Fig. 1: run 1, PDN straps and rails
Scale bar: 20 um. Pins as bars on the die edge. Tap cells in gray.
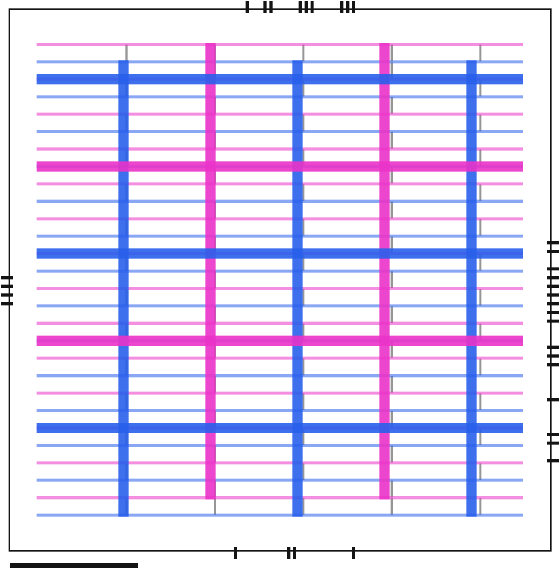
Fig. 2: run 1, placed cells, one color a class
Fill, decap, tap and diode cells in gray.
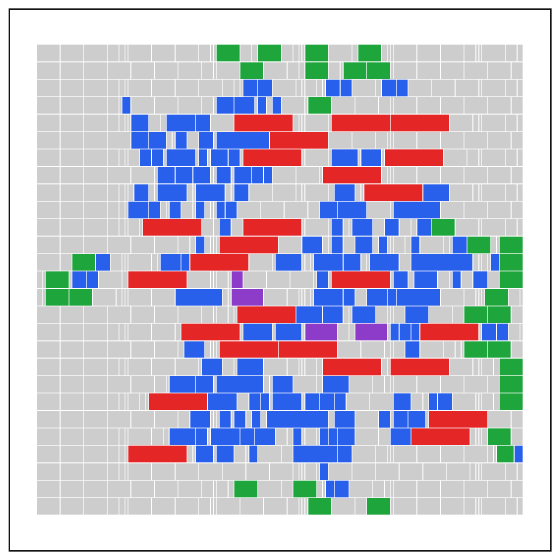
Fig. 3: run 1, cell outlines without signal wires
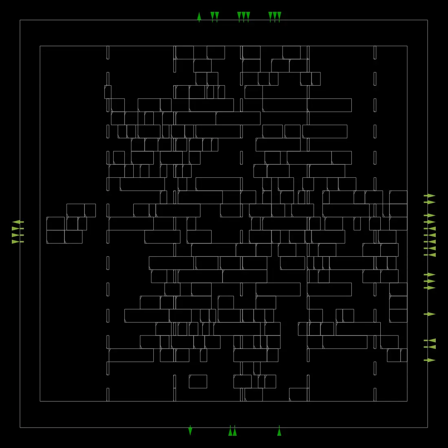
Fig. 4: run 1, routed metal per tile
The die is cut into 17 by 17 equal tiles; dark blue is low, red is high, scaled to the fullest tile. Values are wire area over tile area, all layers added.
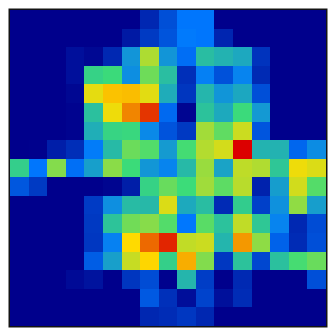
`src/rtl/rp_drain_if.sv`:
```
// Boundary signal bundle between a reconfigurable partition and its drain controller.
// The controller takes the slave view; the partition/static-side glue takes the master view.
interface rp_drain_if #(
   parameter int NUM_ETH = 4,
   parameter int NUM_AXI = 3
);
   logic               shutdown_req;
   logic               shutdown_ack;
   logic               active;
   logic               irq;
   logic               decouple;
   logic               timeout_flag;
   logic [NUM_ETH-1:0] eth_tvalid;
   logic [NUM_ETH-1:0] eth_tready;
   logic [NUM_ETH-1:0] eth_tlast;
   logic [NUM_ETH-1:0] eth_tx_en;
   logic [NUM_AXI-1:0] axi_req_hs;
   logic [NUM_AXI-1:0] axi_rsp_hs;
   logic [NUM_AXI-1:0] axi_req_en;

   modport slave (
      input  shutdown_req, eth_tvalid, eth_tready, eth_tlast, axi_req_hs, axi_rsp_hs,
      output shutdown_ack, active, irq, decouple, timeout_flag, eth_tx_en, axi_req_en
   );

   modport master (
      output shutdown_req, eth_tvalid, eth_tready, eth_tlast, axi_req_hs, axi_rsp_hs,
      input  shutdown_ack, active, irq, decouple, timeout_flag, eth_tx_en, axi_req_en
   );
endinterface

```
`src/rtl/rp_drain_ctrl.sv`:
```
// Shutdown/drain controller for a reconfigurable partition: gates new frames and AXI requests,
// waits for in-flight traffic, then acks and decouples. Optional drain timeout: RP_DRAIN_TIMEOUT_EN.
module rp_drain_ctrl #(
   parameter int NUM_ETH   = 4,
   parameter int NUM_AXI   = 3,
   parameter int CNT_W     = 6,
   parameter int TIMEOUT_W = 16
) (
   input logic       clk,
   input logic       rst_n,
   rp_drain_if.slave bus
);

   typedef enum logic [1:0] {
      ST_ACTIVE,
      ST_DRAIN,
      ST_HALTED
   } state_t;

   localparam logic [CNT_W-1:0] CNT_MAX = '1;

   state_t             r_state;
   state_t             w_next;
   logic [NUM_ETH-1:0] r_in_frame;
   logic [CNT_W-1:0]   r_outst [NUM_AXI];
   logic               r_irq;
   logic [NUM_ETH-1:0] w_beat;
   logic               w_drained;
   logic               w_timeout;
   logic               w_active;
   logic [NUM_AXI-1:0] w_req_en;

   assign w_beat = bus.eth_tvalid & bus.eth_tready;

   // A non-last beat opens a frame, a last beat closes it; single-beat frames never open one.
   always_ff @(posedge clk or negedge rst_n) begin
      if (!rst_n) begin
         r_in_frame <= '0;
      end else begin
         // NOTE: state registers use non-blocking assignments so every flop samples pre-edge values.
         r_in_frame <= (r_in_frame & ~w_beat) | (w_beat & ~bus.eth_tlast);
      end
   end

   always_ff @(posedge clk or negedge rst_n) begin
      if (!rst_n) begin
         // NOTE: this is a small array of control counters, not a RAM, so resetting every entry is intended.
         for (int j = 0; j < NUM_AXI; j++) r_outst[j] <= '0;
      end else begin
         for (int j = 0; j < NUM_AXI; j++) begin
            if (bus.axi_req_hs[j] && !bus.axi_rsp_hs[j] && (r_outst[j] != CNT_MAX))
               r_outst[j] <= r_outst[j] + 1'b1;
            else if (bus.axi_rsp_hs[j] && !bus.axi_req_hs[j] && (r_outst[j] != '0))
               r_outst[j] <= r_outst[j] - 1'b1;
         end
      end
   end

   always_comb begin
      // NOTE: defaults first so no path through the block can leave a variable unassigned (no latches).
      w_drained = (r_in_frame == '0);
      for (int j = 0; j < NUM_AXI; j++) begin
         if (r_outst[j] != '0) w_drained = 1'b0;
      end
   end

`ifdef RP_DRAIN_TIMEOUT_EN
   logic [TIMEOUT_W-1:0] r_tcnt;
   logic                 r_tflag;

   // Counts cycles spent in DRAIN; reads zero on the first DRAIN cycle.
   always_ff @(posedge clk or negedge rst_n) begin
      if (!rst_n)                 r_tcnt <= '0;
      else if (r_state != ST_DRAIN) r_tcnt <= '0;
      else                        r_tcnt <= r_tcnt + 1'b1;
   end

   assign w_timeout = (r_state == ST_DRAIN) && (r_tcnt == '1);

   always_ff @(posedge clk or negedge rst_n) begin
      if (!rst_n)                                       r_tflag <= 1'b0;
      else if (w_next == ST_ACTIVE)                     r_tflag <= 1'b0;
      else if (w_timeout && !w_drained && bus.shutdown_req) r_tflag <= 1'b1;
   end

   assign bus.timeout_flag = r_tflag;
`else
   wire [TIMEOUT_W-1:0] w_unused_timeout = '0;

   assign w_timeout        = 1'b0;
   assign bus.timeout_flag = 1'b0;
`endif

   always_ff @(posedge clk or negedge rst_n) begin
      if (!rst_n) r_state <= ST_ACTIVE;
      else        r_state <= w_next;
   end

   always_comb begin
      w_next = r_state;
      unique case (r_state)
         ST_ACTIVE: if (bus.shutdown_req) w_next = ST_DRAIN;
         ST_DRAIN: begin
            if (!bus.shutdown_req)         w_next = ST_ACTIVE;
            else if (w_drained || w_timeout) w_next = ST_HALTED;
         end
         ST_HALTED: if (!bus.shutdown_req) w_next = ST_ACTIVE;
         default:   w_next = ST_ACTIVE;
      endcase
   end

   // irq lines up with the first cycle of shutdown_ack.
   always_ff @(posedge clk or negedge rst_n) begin
      if (!rst_n) r_irq <= 1'b0;
      else        r_irq <= (w_next == ST_HALTED) && (r_state != ST_HALTED);
   end

   assign w_active = (r_state == ST_ACTIVE);

   always_comb begin
      w_req_en = '0;
      for (int j = 0; j < NUM_AXI; j++) begin
         w_req_en[j] = w_active && (r_outst[j] != CNT_MAX);
      end
   end

   assign bus.active       = w_active;
   assign bus.shutdown_ack = (r_state == ST_HALTED);
   assign bus.decouple     = (r_state == ST_HALTED);
   assign bus.irq          = r_irq;
   assign bus.eth_tx_en    = {NUM_ETH{w_active}} | r_in_frame;
   assign bus.axi_req_en   = w_req_en;

endmodule

```
`src/flat_wrapper.sv`:
```
// flat-port wrapper written by rule: the top's interface ports become plain ports
module rp_drain_ctrl_flat 
#(
   parameter int NUM_ETH   = 4,
   parameter int NUM_AXI   = 3,
   parameter int CNT_W     = 6,
   parameter int TIMEOUT_W = 16
)
  (clk, rst_n, bus_shutdown_req, bus_eth_tvalid, bus_eth_tready, bus_eth_tlast, bus_axi_req_hs, bus_axi_rsp_hs, bus_shutdown_ack, bus_active, bus_irq, bus_decouple, bus_timeout_flag, bus_eth_tx_en, bus_axi_req_en);
  rp_drain_if #(.NUM_ETH(NUM_ETH), .NUM_AXI(NUM_AXI)) bus_i ();
  input logic clk;
  input logic rst_n;
  input wire logic [$bits(bus_i.shutdown_req)-1:0] bus_shutdown_req;
  input wire logic [$bits(bus_i.eth_tvalid)-1:0] bus_eth_tvalid;
  input wire logic [$bits(bus_i.eth_tready)-1:0] bus_eth_tready;
  input wire logic [$bits(bus_i.eth_tlast)-1:0] bus_eth_tlast;
  input wire logic [$bits(bus_i.axi_req_hs)-1:0] bus_axi_req_hs;
  input wire logic [$bits(bus_i.axi_rsp_hs)-1:0] bus_axi_rsp_hs;
  output wire logic [$bits(bus_i.shutdown_ack)-1:0] bus_shutdown_ack;
  output wire logic [$bits(bus_i.active)-1:0] bus_active;
  output wire logic [$bits(bus_i.irq)-1:0] bus_irq;
  output wire logic [$bits(bus_i.decouple)-1:0] bus_decouple;
  output wire logic [$bits(bus_i.timeout_flag)-1:0] bus_timeout_flag;
  output wire logic [$bits(bus_i.eth_tx_en)-1:0] bus_eth_tx_en;
  output wire logic [$bits(bus_i.axi_req_en)-1:0] bus_axi_req_en;
  assign bus_i.shutdown_req = bus_shutdown_req;
  assign bus_i.eth_tvalid = bus_eth_tvalid;
  assign bus_i.eth_tready = bus_eth_tready;
  assign bus_i.eth_tlast = bus_eth_tlast;
  assign bus_i.axi_req_hs = bus_axi_req_hs;
  assign bus_i.axi_rsp_hs = bus_axi_rsp_hs;
  assign bus_shutdown_ack = bus_i.shutdown_ack;
  assign bus_active = bus_i.active;
  assign bus_irq = bus_i.irq;
  assign bus_decouple = bus_i.decouple;
  assign bus_timeout_flag = bus_i.timeout_flag;
  assign bus_eth_tx_en = bus_i.eth_tx_en;
  assign bus_axi_req_en = bus_i.axi_req_en;
  rp_drain_ctrl #(.NUM_ETH(NUM_ETH), .NUM_AXI(NUM_AXI), .CNT_W(CNT_W), .TIMEOUT_W(TIMEOUT_W)) u_core (.clk(clk), .rst_n(rst_n), .bus(bus_i));
endmodule
```
`config.mk`:
```
export PLATFORM = sky130hd
export DESIGN_NAME = rp_drain_ctrl_flat
export DESIGN_NICKNAME = d
export VERILOG_FILES = /design/src/rtl/rp_drain_if.sv /design/src/rtl/rp_drain_ctrl.sv /design/src/flat_wrapper.sv
export SDC_FILE = /design/constraint.sdc
export NUM_CORES = 1
export LEC_CHECK = 0
export CORE_MARGIN = 4
export CORE_UTILIZATION = 30
export CTS_CLUSTER_SIZE = 8
export DETAILED_ROUTE_END_ITERATION = 16
export PLACE_DENSITY = 0.61
export SLEW_MARGIN = 5
export SYNTH_ARGS = -nofsm -noshare
export SYNTH_HDL_FRONTEND = slang
export SYNTH_SLANG_ARGS = --single-unit
export TNS_END_PERCENT = 50
```
`constraint.sdc`:
```
create_clock -name clk -period 5.3 [get_ports clk]
set_input_delay 1.325 -clock clk [delete_from_list [all_inputs] [get_ports clk]]
set_output_delay 1.325 -clock clk [all_outputs]
set_load 0.02 [all_outputs]
```
==> run summary, run 1 <==
run results: status finished, final reports clean, dpl cell area 0.00214 mm2, slowest stage delay, CP 0.60 ns, Final Net Count 239, Synth Register Bits 25, relative slew slack 0.508, DIE AREA 0.00710 mm2, fin worst setup slack 1.82 ns, Setup TNS 0 ns, CP max stage cell clkdlybuf4s50_1, worst slack, placed 1.93 ns, antenna-violating nets left 0, Congestion Overflow GR 0, first drt pass iteration count 4, crit share post-route 0.657, Top Layout Cells clkdlybuf4s50_1 (31), dfrtp_1 (25), ha_1 (12), a21oi_1 (11), nand2_1 (10), Fin Hold WS 0.509 ns, Buffers on Ports 31, Tmin final 3.48 ns, Setup Buffers After CTS 0, crit-path max FO 8, Synth cell types 41, power density over cell area 461 mW/mm2, initial antenna violation count 0, r2r startpoint u_core.r_outst[12], Final setup viols 0, DRC 0, GRT Total Usage 0.100, largest net degree at the start of global routing 26, startpoint class of the critical path flop, most area-consuming cells after synthesis dfrtp_1 (36%), ha_1 (8.6%), mux2_2 (5.2%), H-tree Lvls 1, GPL Wtd Cong 0.820, Root Buffer clkbuf_8, Critical Path AT 2.16 ns, synthesis-to-layout area growth 25.2%, Clock transition at path regs 0.09 ns, layout cells sized above 1 0.134, clk_lat worst skew 0.26 ns, Clock Sink Count 25, Mapped Cells 168, DR WL met3 194 um, Top cell excl fill/tap clkdlybuf4s50_1, # resized after CTS 0, YS chip area 0.00174 mm2, M1 WL 1650 um, Max Used Layer met4, CTS Buf Count 3, Synth Flop Type dfrtp_1, Post-Synthesis Cell Area 0.00174 mm2, crit-path cells nor2_1 > o31a_2 > clkdlybuf4s50_1, antenna cells 0, # Cells Yosys 168, clock buffer depth 2, DR iter-0 viols 49, CP startpoint u_core.r_state[1], CTS tree done, Clock Skew 0.00604 ns, FF-to-FF setup slack 3.01 ns, flip-flops with a built-in enable 0, max-slew violation count 0, Yosys top cell by area dfrtp_1, Final Hold Viols 0
Back to the opening pictures, Fig. 1:
color	net
magenta	VDD
blue	VSS
rows	27
met5 straps	5
signal pins	33
met4 straps	5
met1 rails	28
Die X: 84.3 um
die height: 84.3 um

Back to the opening pictures, Fig. 2:
color	class	cells	share of their area
purple	clock drivers and dummy loads	4	2.2%
green	remaining buffers and delay cells	32	15%
blue	combinational and other logic	141	53%
red	sequential cells	25	30%
core area: 0.00557 mm2
num rows: 27
post-route cell area: 0.00218 mm2
final design utilization: 0.392

Back to the opening pictures, Fig. 3:
Seq cells: 25
Tap Count: 72
Seq area share: 0.287
Filler Cell Count: 559
non-filler cells, final: 274

Back to the opening pictures, Fig. 4:
tiles over half the peak	18%
emptiest ninth of the die	lower left
densest ninth of the die	center
fullest tile	0.33
drt total wl: 3400 um
WL per Instance: 12.4 um
DR vias: 1343

## run 1: logic make-up after synthesis
logic type / synth area share
DFF: 0.359
adders and majority gates: 0.121
AOI/OAI and AO/OA: 0.216
and+or+nand+nor: 0.150
buffers and inverters: 0.0215
xor gates and xnor gates: 0.0552
muxes: 0.0760
other: 0.00215
## run 1: cell usage after synthesis (3+ instances only)
cell and n:
nand4_1 3, a21oi_1 11, nor2b_1 3, or2_2 6, nand3_1 5, a211oi_1 5
a21o_1 5, xor2_1 4, nor2_1 9, nand2_1 10, o21ai_0 7, a31oi_1 4
fa_1 3, xnor2_1 7, mux2_2 8, nor4_1 5, dfrtp_1 25, ha_1 12
inv_1 6
## run 1: layout make-up
cell class / instances / area (um2)
multi-input cells: 135 / 1080
clock buffers: 3 / 41.3
flip-flops and latches: 25 / 626
fillers: 559 / 3390
clock inverters: 1 / 5.00
inverters: 6 / 22.5
repair buffers: 32 / 318
well taps: 72 / 90.1
## run 1: worst max-delay path, delay by kind of cell, from the launching register on
kind | cells | cell delay (ns)
flip-flops | 1 | 0.42
AND/OR/NAND/NOR | 1 | 0.59
AND-OR/OR-AND | 1 | 0.27
buffers and inverters | 1 | 0.60
## run 1: metrics by stage
step / total power [mW] / std cells / utilization
detailed placement: 0.905 / 270 / 0.383
floorplan: 0.783 / 168 / -
finish: 1.01 / 274 / 0.392
global placement: 0.893 / 270 / 0.383
global route: 1.11 / 274 / 0.392
CTS: 1.02 / 274 / 0.392
## run 1: worst min path at each step
stage,from,end,slack [ns],cells after the start
2_1_floorplan,u_core.r_state[1],u_core.r_state[0],0.46,1
3_3_place_gp,u_core.r_state[1],u_core.r_state[0],0.49,1
3_5_place_dp,u_core.r_state[1],u_core.r_state[0],0.50,1
4_1_cts,u_core.r_state[1],u_core.r_state[0],0.51,1
5_1_grt,u_core.r_state[1],u_core.r_state[0],0.55,1
6_report,u_core.r_state[1],u_core.r_state[0],0.51,1
## run 1: routing by layer
| metal | global-route usage | vias up |
|---|---|---|
| met4 | 0.0132 | 0 |
| met2 | 0.160 | 31 |
| li1 | - | 692 |
| met1 | 0.139 | 618 |
| met5 | 0 | - |
| met3 | 0.0275 | 2 |
## run 1: where the power goes
group	switching, mW	leakage [nW]	internal (mW)
Clock	0.0589	0.0255	0.0525
Combinational	0.251	0.569	0.278
Sequential	0.0983	0.297	0.269
Total	0.408	0.891	0.600
Fig. 5: run 1, port wiring
Scale bar: 20 um.
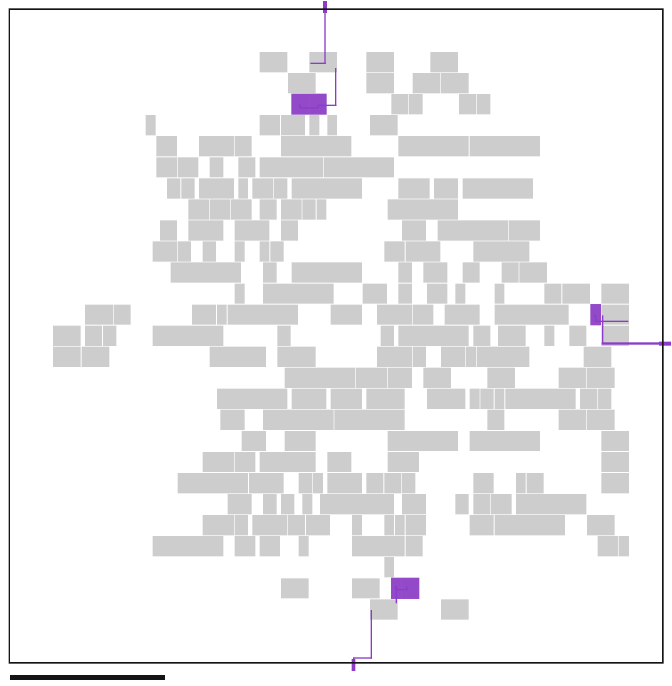

==> run 1 -> run 2 <==
Clock period 5.3 ns to 3.25 ns, I/O delays scaled along.
Fig. 6: run 2, port wiring
Scale bar: 20 um.
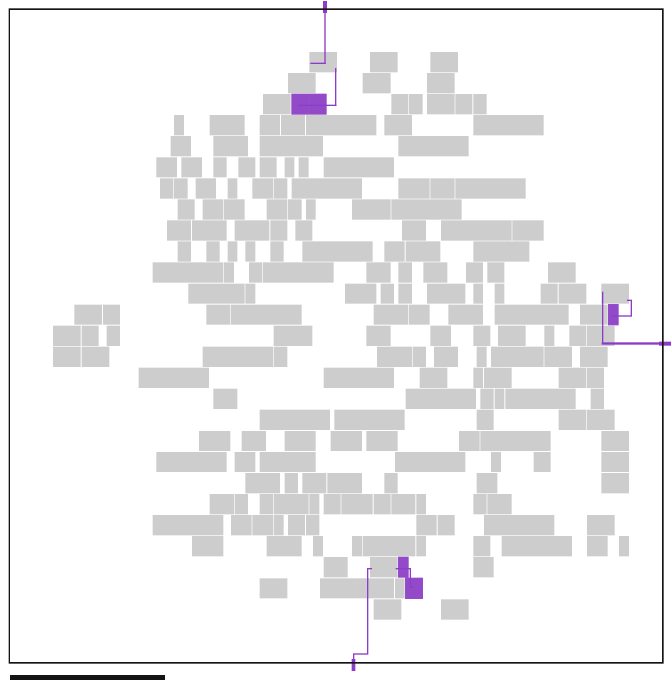
color	port	bits	direction	end cells	buffers	wire
purple	bus_axi_rsp_hs	3	input	5	3	55.1 um
Buffers on Ports: 31
io pins: 33

Fig. 7: run 2, placed cells, one color a class
Fill, decap, tap and diode cells in gray.
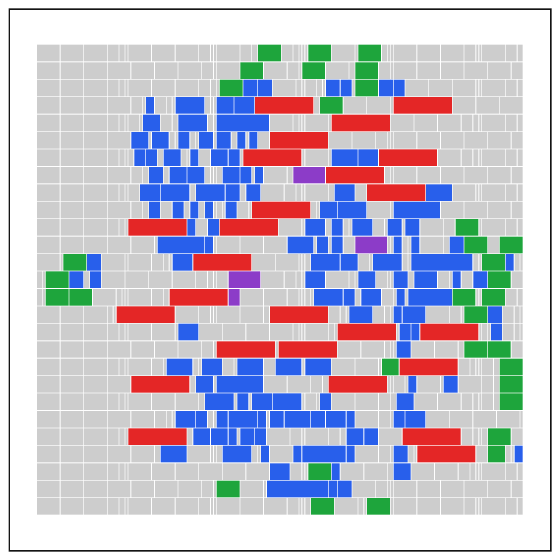
color	class	cells	share of their area
blue	combinational and other logic	141	53%
red	sequential cells	25	30%
green	remaining buffers and delay cells	33	15%
purple	clock drivers and dummy loads	4	2.2%
final design utilization: 0.393
post-route cell area: 0.00219 mm2
Seq area share: 0.286

==> run summary, run 2 <==
run results: antenna-violating nets left 0 (unchanged), post-DR vias/cell 4.99, Max Used Layer met4, FF-to-FF setup slack 0.94 ns (-2.07 ns), DRC 0 (unchanged), Yosys top cell by area dfrtp_1, Synth Flop Type dfrtp_1, GPL Wtd Cong 0.831 (+1.4%), Mapped Cells 168 (unchanged), core area 0.00557 mm2 (unchanged), first-pass GRT wire length 6220 um, most area-consuming cells after synthesis dfrtp_1 (36%), ha_1 (8.6%), mux2_2 (5.2%), # resized after CTS 0 (unchanged), Filler Cell Count 560 (+0.18%), Critical Path AT 1.85 ns (-0.31 ns), Root Buffer clkbuf_8, WHS Path Cells 1 (unchanged), Post-CTS Hold Buffers 0, Crit path buffers/inverters 2 (+1), register share after synthesis 0.359, CP max stage cell clkdlybuf4s50_1, Seq pwr share 0.364 (about the same), startpoint class of the critical path flop, Post-Place Cells 271 (+0.37%), YS chip area 0.00174 mm2 (unchanged), FP Util 0.313, DR iter-0 viols 53 (+8.2%), crit-path max FO 7 (-1), status finished, final reports clean, CTS Buf Count 3 (unchanged), Synth Register Bits 25 (unchanged), Clock Sink Count 25 (unchanged), crit share post-route 0.820, worst setup path class flop to primary output, Final Net Count 240 (+0.42%), power density over cell area 751 mW/mm2 (+63%), largest net degree at the start of global routing 26 (unchanged), total net switching power 667 uW (+63%), synthesis-to-layout area growth 25.6%, Commonest cells post-synth dfrtp_1 (25), ha_1 (12), a21oi_1 (11), nand2_1 (10), nor2_1 (9), DIE AREA 0.00710 mm2 (unchanged), Comb power frac 0.524 (about the same), DR WL met3 244 um (+26%), unrepaired setup endpoints after global routing no, slowest stage delay, CP 0.59 ns (about the same), first drt pass iteration count 4 (unchanged), Final setup viols 0 (unchanged), num rows 27 (unchanged), RR Endpoint u_core.r_outst[4], reg2reg path depth 7, Worst setup EP type primary output, r2r startpoint u_core.r_outst[0], Clk network pwr share 0.112 (about the same), Die X 84.3 um (unchanged), layout cells sized above 1 0.138 (+0.00427), Log Warnings 26, Congestion Overflow GR 0 (unchanged), antenna cells 0 (unchanged), clk_lat worst skew 0.27 ns (about the same), Clock transition at path regs 0.09 ns (about the same), non-filler cells, final 275 (+0.36%), Final Hold Viols 0 (unchanged), Hold EP u_core.r_state[0], Tmin final 2.67 ns, WP depth 4 (+1), Setup TNS 0 ns (unchanged), delay-heaviest family, CP buffers and inverters, CTS tree done, Hold Crit Class flop to flop, die height 84.3 um (unchanged), Top Layout Cells clkdlybuf4s50_1 (31), dfrtp_1 (25), ha_1 (12), a21oi_1 (11), nand2_1 (10), GRT Total Usage 0.107 (+0.00654), Slew @ Worst Pin 0.491 ns, Crit path required time 2.44 ns, # Cells Yosys 168 (unchanged), clock buffer depth 2 (unchanged), P_int 978 uW (+63%), HP Start u_core.r_state[1], initial antenna violation count 0 (unchanged), H-tree Lvls 1 (unchanged), M1 WL 1600 um (-2.7%), hpwl dp 2740 um, FFs w/ async S/R, synth 1.00, Post-Syn Nets 204, Synth warnings 0, relative slew slack 0.670 (+0.162), Max VDD drop 0.199 mV, f_max 0.375 GHz, flip-flops with a built-in enable 0 (unchanged), area share, top type 0.359, Setup Buffers After CTS 0 (unchanged), vias in the first global route 1358, crit-path cells nor2_1 > buf_4 > o31a_2 > clkdlybuf4s50_1, Top cell excl fill/tap clkdlybuf4s50_1, P_leak 0.896 nW, Clock Skew 0.00824 ns (+0.00220 ns), Yosys top cell by instances dfrtp_1, DR vias 1371 (+2.1%), MaxCap Viol Count 0, Post-Synthesis Cell Area 0.00174 mm2 (unchanged), Synth cell types 41 (unchanged), WL per Instance 12.5 um (+0.31%), routed wl met2 1510 um, switch share 0.406 (+0.000609), drt total wl 3430 um (+0.68%), max-slew violation count 0 (unchanged), Avg Inst Size Synth 10.4 um2
==> run 2: logic make-up after synthesis <==
group,share of synthesized area
flip-flops,0.359
adder cells (fa/ha/maj),0.121
other,0.00215
AND/OR/NAND/NOR,0.150
AND-OR/OR-AND,0.216
XOR/XNOR,0.0552
multiplexers,0.0760
buffers and inverters,0.0215
==> run 2: how the worst max path moves through the flow <==
stage                       from            endpoint  slack, ns
3_3_place_gp   bus_axi_req_hs[1]  u_core.r_outst[11]       0.41
6_report       u_core.r_state[1]   bus_axi_req_en[2]       0.58
5_1_grt        u_core.r_state[1]   bus_axi_req_en[2]       0.46
4_1_cts        u_core.r_state[1]   bus_axi_req_en[2]       0.54
2_1_floorplan  bus_axi_req_hs[1]  u_core.r_outst[11]        1.0
3_5_place_dp   bus_axi_req_hs[1]  u_core.r_outst[11]       0.40
==> run 2: power by group through the flow <==
| stage | clock, mW | combinational [mW] | sequential [mW] |
|---|---|---|---|
| final | 0.184 | 0.861 | 0.599 |
| after global routing | 0.206 | 1.00 | 0.629 |
| after detailed placement | 0 | 0.868 | 0.606 |
| after CTS | 0.193 | 0.873 | 0.600 |
| after global placement | 0 | 0.851 | 0.606 |
| after floorplan | 0 | 0.714 | 0.564 |
==> run 2: stage by stage <==
stage / area (um2) / utilization / total power, mW / hold slack (ns) / worst slack (ns)
finish: 2190 / 0.393 / 1.64 / 0.525 / 0.584
global route: 2190 / 0.393 / 1.83 / 0.571 / 0.460
CTS: 2190 / 0.393 / 1.67 / 0.518 / 0.544
detailed placement: 2140 / 0.385 / 1.47 / 0.514 / 0.404
global placement: 2140 / 0.385 / 1.46 / 0.497 / 0.414
floorplan: 1740 / - / 1.28 / 0.460 / 0.999
==> run 2: cell type report <==
cell class | instances | area [um2] | share of cell area
Timing Repair Buffer | 33 | 325 | 0.148
Clock buffer | 3 | 41.3 | 0.0188
Inverter | 6 | 22.5 | 0.0103
Clock inverter | 1 | 5.00 | 0.00228
Multi-Input combinational cell | 135 | 1080 | 0.493
Tap cell | 72 | 90.1 | 0.0411
Sequential cell | 25 | 626 | 0.286
==> run 2: metal layers <==
layer  vias up  GRT usage
li1        692          -
met1       637      0.139
met2        36      0.162
met3         6     0.0343
met4         0     0.0439
met5         -          0
Fig. 8: run 2, routed metal per tile
The die is cut into 17 by 17 equal tiles; dark blue is low, red is high, scaled to the fullest tile. Values are wire area over tile area, all layers added.
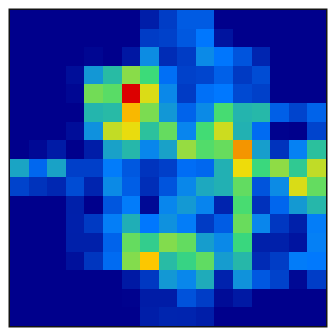

==> run 2 -> run 3 <==
Clock period 3.25 ns to 2.8 ns, I/O delays scaled along.
Fig. 9: run 3, routed metal per tile
The die is cut into 17 by 17 equal tiles; dark blue is low, red is high, scaled to the fullest tile. Values are wire area over tile area, all layers added.
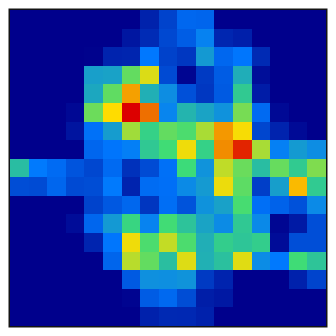
emptiest ninth of the die	lower left
mean over tiles	0.077
nearly empty tiles	39%
fullest tile	0.39
tiles over half the peak	13%
DR vias: 1363
GRT Total Usage: 0.100
drt total wl: 3350 um
WL per Instance: 12.2 um

Fig. 10: run 3, placed cells, one color a class
Fill, decap, tap and diode cells in gray.
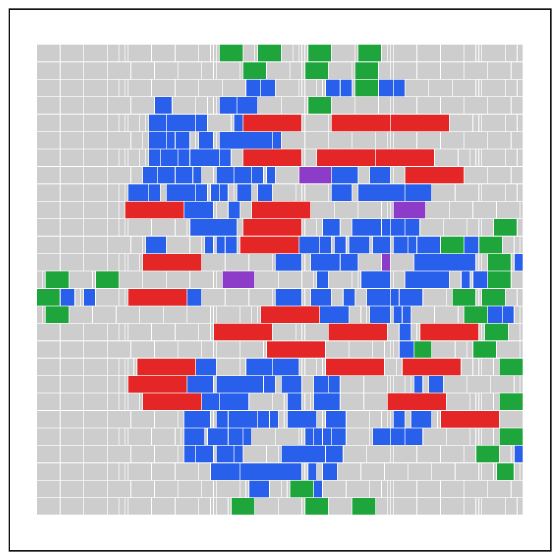
color	class	cells	share of their area
green	remaining buffers and delay cells	33	15%
red	sequential cells	25	30%
purple	clock drivers and dummy loads	4	2.1%
blue	combinational and other logic	141	53%
Seq area share: 0.286
post-route cell area: 0.00219 mm2

==> run summary, run 3 <==
run results: status finished, final reports clean, Buffers on Ports 31 (unchanged), Top cell excl fill/tap clkdlybuf4s50_1, clock buffer depth 2 (unchanged), Mapped Cells 168 (unchanged), Clock transition at path regs 0.08 ns (about the same), switch share 0.401 (-0.00458), H-tree Lvls 1 (unchanged), f_max 0.376 GHz, first-pass GRT wire length 5780 um (-7.1%), crit share post-route 0.950, Crit path required time 2.10 ns (-0.34 ns), clk_lat worst skew 0.27 ns (about the same), Final setup viols 0 (unchanged), Tot Pwr 1.90 mW (+15%), Synth Flop Type dfrtp_1, Worst setup EP type primary output, area share, top type 0.359 (unchanged), core area 0.00557 mm2 (unchanged), power density over cell area 867 mW/mm2 (+15%), P_leak 0.893 nW (-0.30%), dpl cell area 0.00214 mm2 (unchanged), initial antenna violation count 0 (unchanged), Avg Inst Size Synth 10.4 um2 (unchanged), most area-consuming cells after synthesis dfrtp_1 (36%), ha_1 (8.6%), mux2_2 (5.2%), Hold Crit Class flop to flop, Max VDD drop 0.226 mV (+13%), post-DR vias/cell 4.96 (-0.58%), register share after synthesis 0.359 (unchanged), DRC 0 (unchanged), hpwl dp 2690 um (-1.6%), Final Net Count 240 (unchanged), antenna cells 0 (unchanged), DR iter-0 viols 76 (+43%), Log Warnings 26 (unchanged), Synth cell types 41 (unchanged), worst setup path class flop to primary output, Synth Register Bits 25 (unchanged), CP max stage cell clkdlybuf4s50_1, Die X 84.3 um (unchanged), largest net degree at the start of global routing 26 (unchanged), relative slew slack 0.669 (-0.000903), Clock Skew 0.00895 ns (+0.000717 ns), Congestion Overflow GR 0 (unchanged), CTS tree done, YS chip area 0.00174 mm2 (unchanged), FFs w/ async S/R, synth 1.00 (unchanged), Crit path buffers/inverters 2 (unchanged), P_int 1.14 mW (+16%), max-slew violation count 0 (unchanged), Fin Hold WS 0.510 ns (-0.0148 ns), layout cells sized above 1 0.133 (-0.00493), GPL Wtd Cong 0.820 (-1.3%), flip-flops with a built-in enable 0 (unchanged), delay-heaviest family, CP buffers and inverters, MaxCap Viol Count 0 (unchanged), Post-Synthesis Cell Area 0.00174 mm2 (unchanged), crit-path max FO 6 (-1), vias in the first global route 1248 (-8.1%), Final Hold Viols 0 (unchanged), Critical Path AT 1.96 ns (+0.11 ns), unrepaired setup endpoints after global routing no, crit-path cells nor2_1 > buf_4 > o31a_2 > clkdlybuf4s50_1, Commonest cells post-synth dfrtp_1 (25), ha_1 (12), a21oi_1 (11), nand2_1 (10), nor2_1 (9), CTS Buf Count 3 (unchanged), synthesis-to-layout area growth 25.5% (about the same), Post-CTS Hold Buffers 0 (unchanged), Filler Cell Count 536 (-4.3%), startpoint class of the critical path flop, Yosys top cell by area dfrtp_1, FP Util 0.313 (unchanged), Setup Buffers After CTS 0 (unchanged), Seq pwr share 0.365 (about the same), total net switching power 761 uW (+14%), Tmin final 2.66 ns, DIE AREA 0.00710 mm2 (unchanged), # Cells Yosys 168 (unchanged), Synth warnings 0 (unchanged), Top Layout Cells clkdlybuf4s50_1 (31), dfrtp_1 (25), ha_1 (12), a21oi_1 (11), nand2_1 (10), num rows 27 (unchanged), io pins 33 (unchanged), die height 84.3 um (unchanged), Clk network pwr share 0.110 (-0.002), Root Buffer clkbuf_8, first drt pass iteration count 4 (unchanged), Setup TNS 0 ns (unchanged), Clock Sink Count 25 (unchanged), Post-Syn Nets 204 (unchanged), antenna-violating nets left 0 (unchanged), slowest stage delay, CP 0.60 ns (about the same), Slew @ Worst Pin 0.492 ns (+0.00134 ns), Comb power frac 0.525 (about the same), # resized after CTS 0 (unchanged), Yosys top cell by instances dfrtp_1
[run 3: kinds of logic after synthesis]
logic type,synth area share
adder cells (fa/ha/maj),0.121
AND-OR/OR-AND,0.216
other,0.00215
AND/OR/NAND/NOR,0.150
multiplexers,0.0760
flip-flops,0.359
XOR/XNOR,0.0552
buffers and inverters,0.0215
[run 3: layout make-up]
class | instances | area (um2) | area share
clock buffers | 4 | 45.0 | 0.0206
inverters | 6 | 22.5 | 0.0103
flip-flops and latches | 25 | 626 | 0.286
multi-input cells | 135 | 1080 | 0.494
well taps | 72 | 90.1 | 0.0411
repair buffers | 33 | 325 | 0.149
[run 3: final timing paths]
path                                    from                 end  slack (ns)  cells past startpoint
setup / recovery           u_core.r_state[1]   bus_axi_req_en[2]        0.14                      4
hold / removal             u_core.r_state[1]   u_core.r_state[0]        0.51                      1
setup reg to reg           u_core.r_outst[0]   u_core.r_outst[4]        0.53                      7
hold reg to reg            u_core.r_state[1]   u_core.r_state[0]        0.51                      1
max in group asynchronous              rst_n  u_core.r_outst[10]        1.77                      2
min in group asynchronous              rst_n      u_core.bus.irq        0.78                      2
[run 3: layer usage]
layer  GRT usage  wire, um  up-vias
li1            -         -      692
met1       0.124      1550      635
met5           0         0        -
met3      0.0393       244        7
met2       0.156      1480       29
met4      0.0395        69        0
[run 3: through the flow]
stage / utilization / cells / worst slack [ns]
detailed placement: 0.385 / 271 / 0.0641
finish: 0.393 / 275 / 0.139
global placement: 0.385 / 271 / 0.0965
CTS: 0.393 / 275 / 0.0903
global route: 0.393 / 275 / 0.0236
floorplan: - / 168 / 0.661
[run 3: power groups by stage]
stage	logic [mW]	clock network, mW	registers (mW)
floorplan	0.828	0	0.654
global placement	0.991	0	0.703
detailed placement	1.01	0	0.698
CTS	1.01	0.222	0.692
global route	1.15	0.235	0.725
finish	0.997	0.208	0.693
Power is estimated from default activity; no workload was simulated.
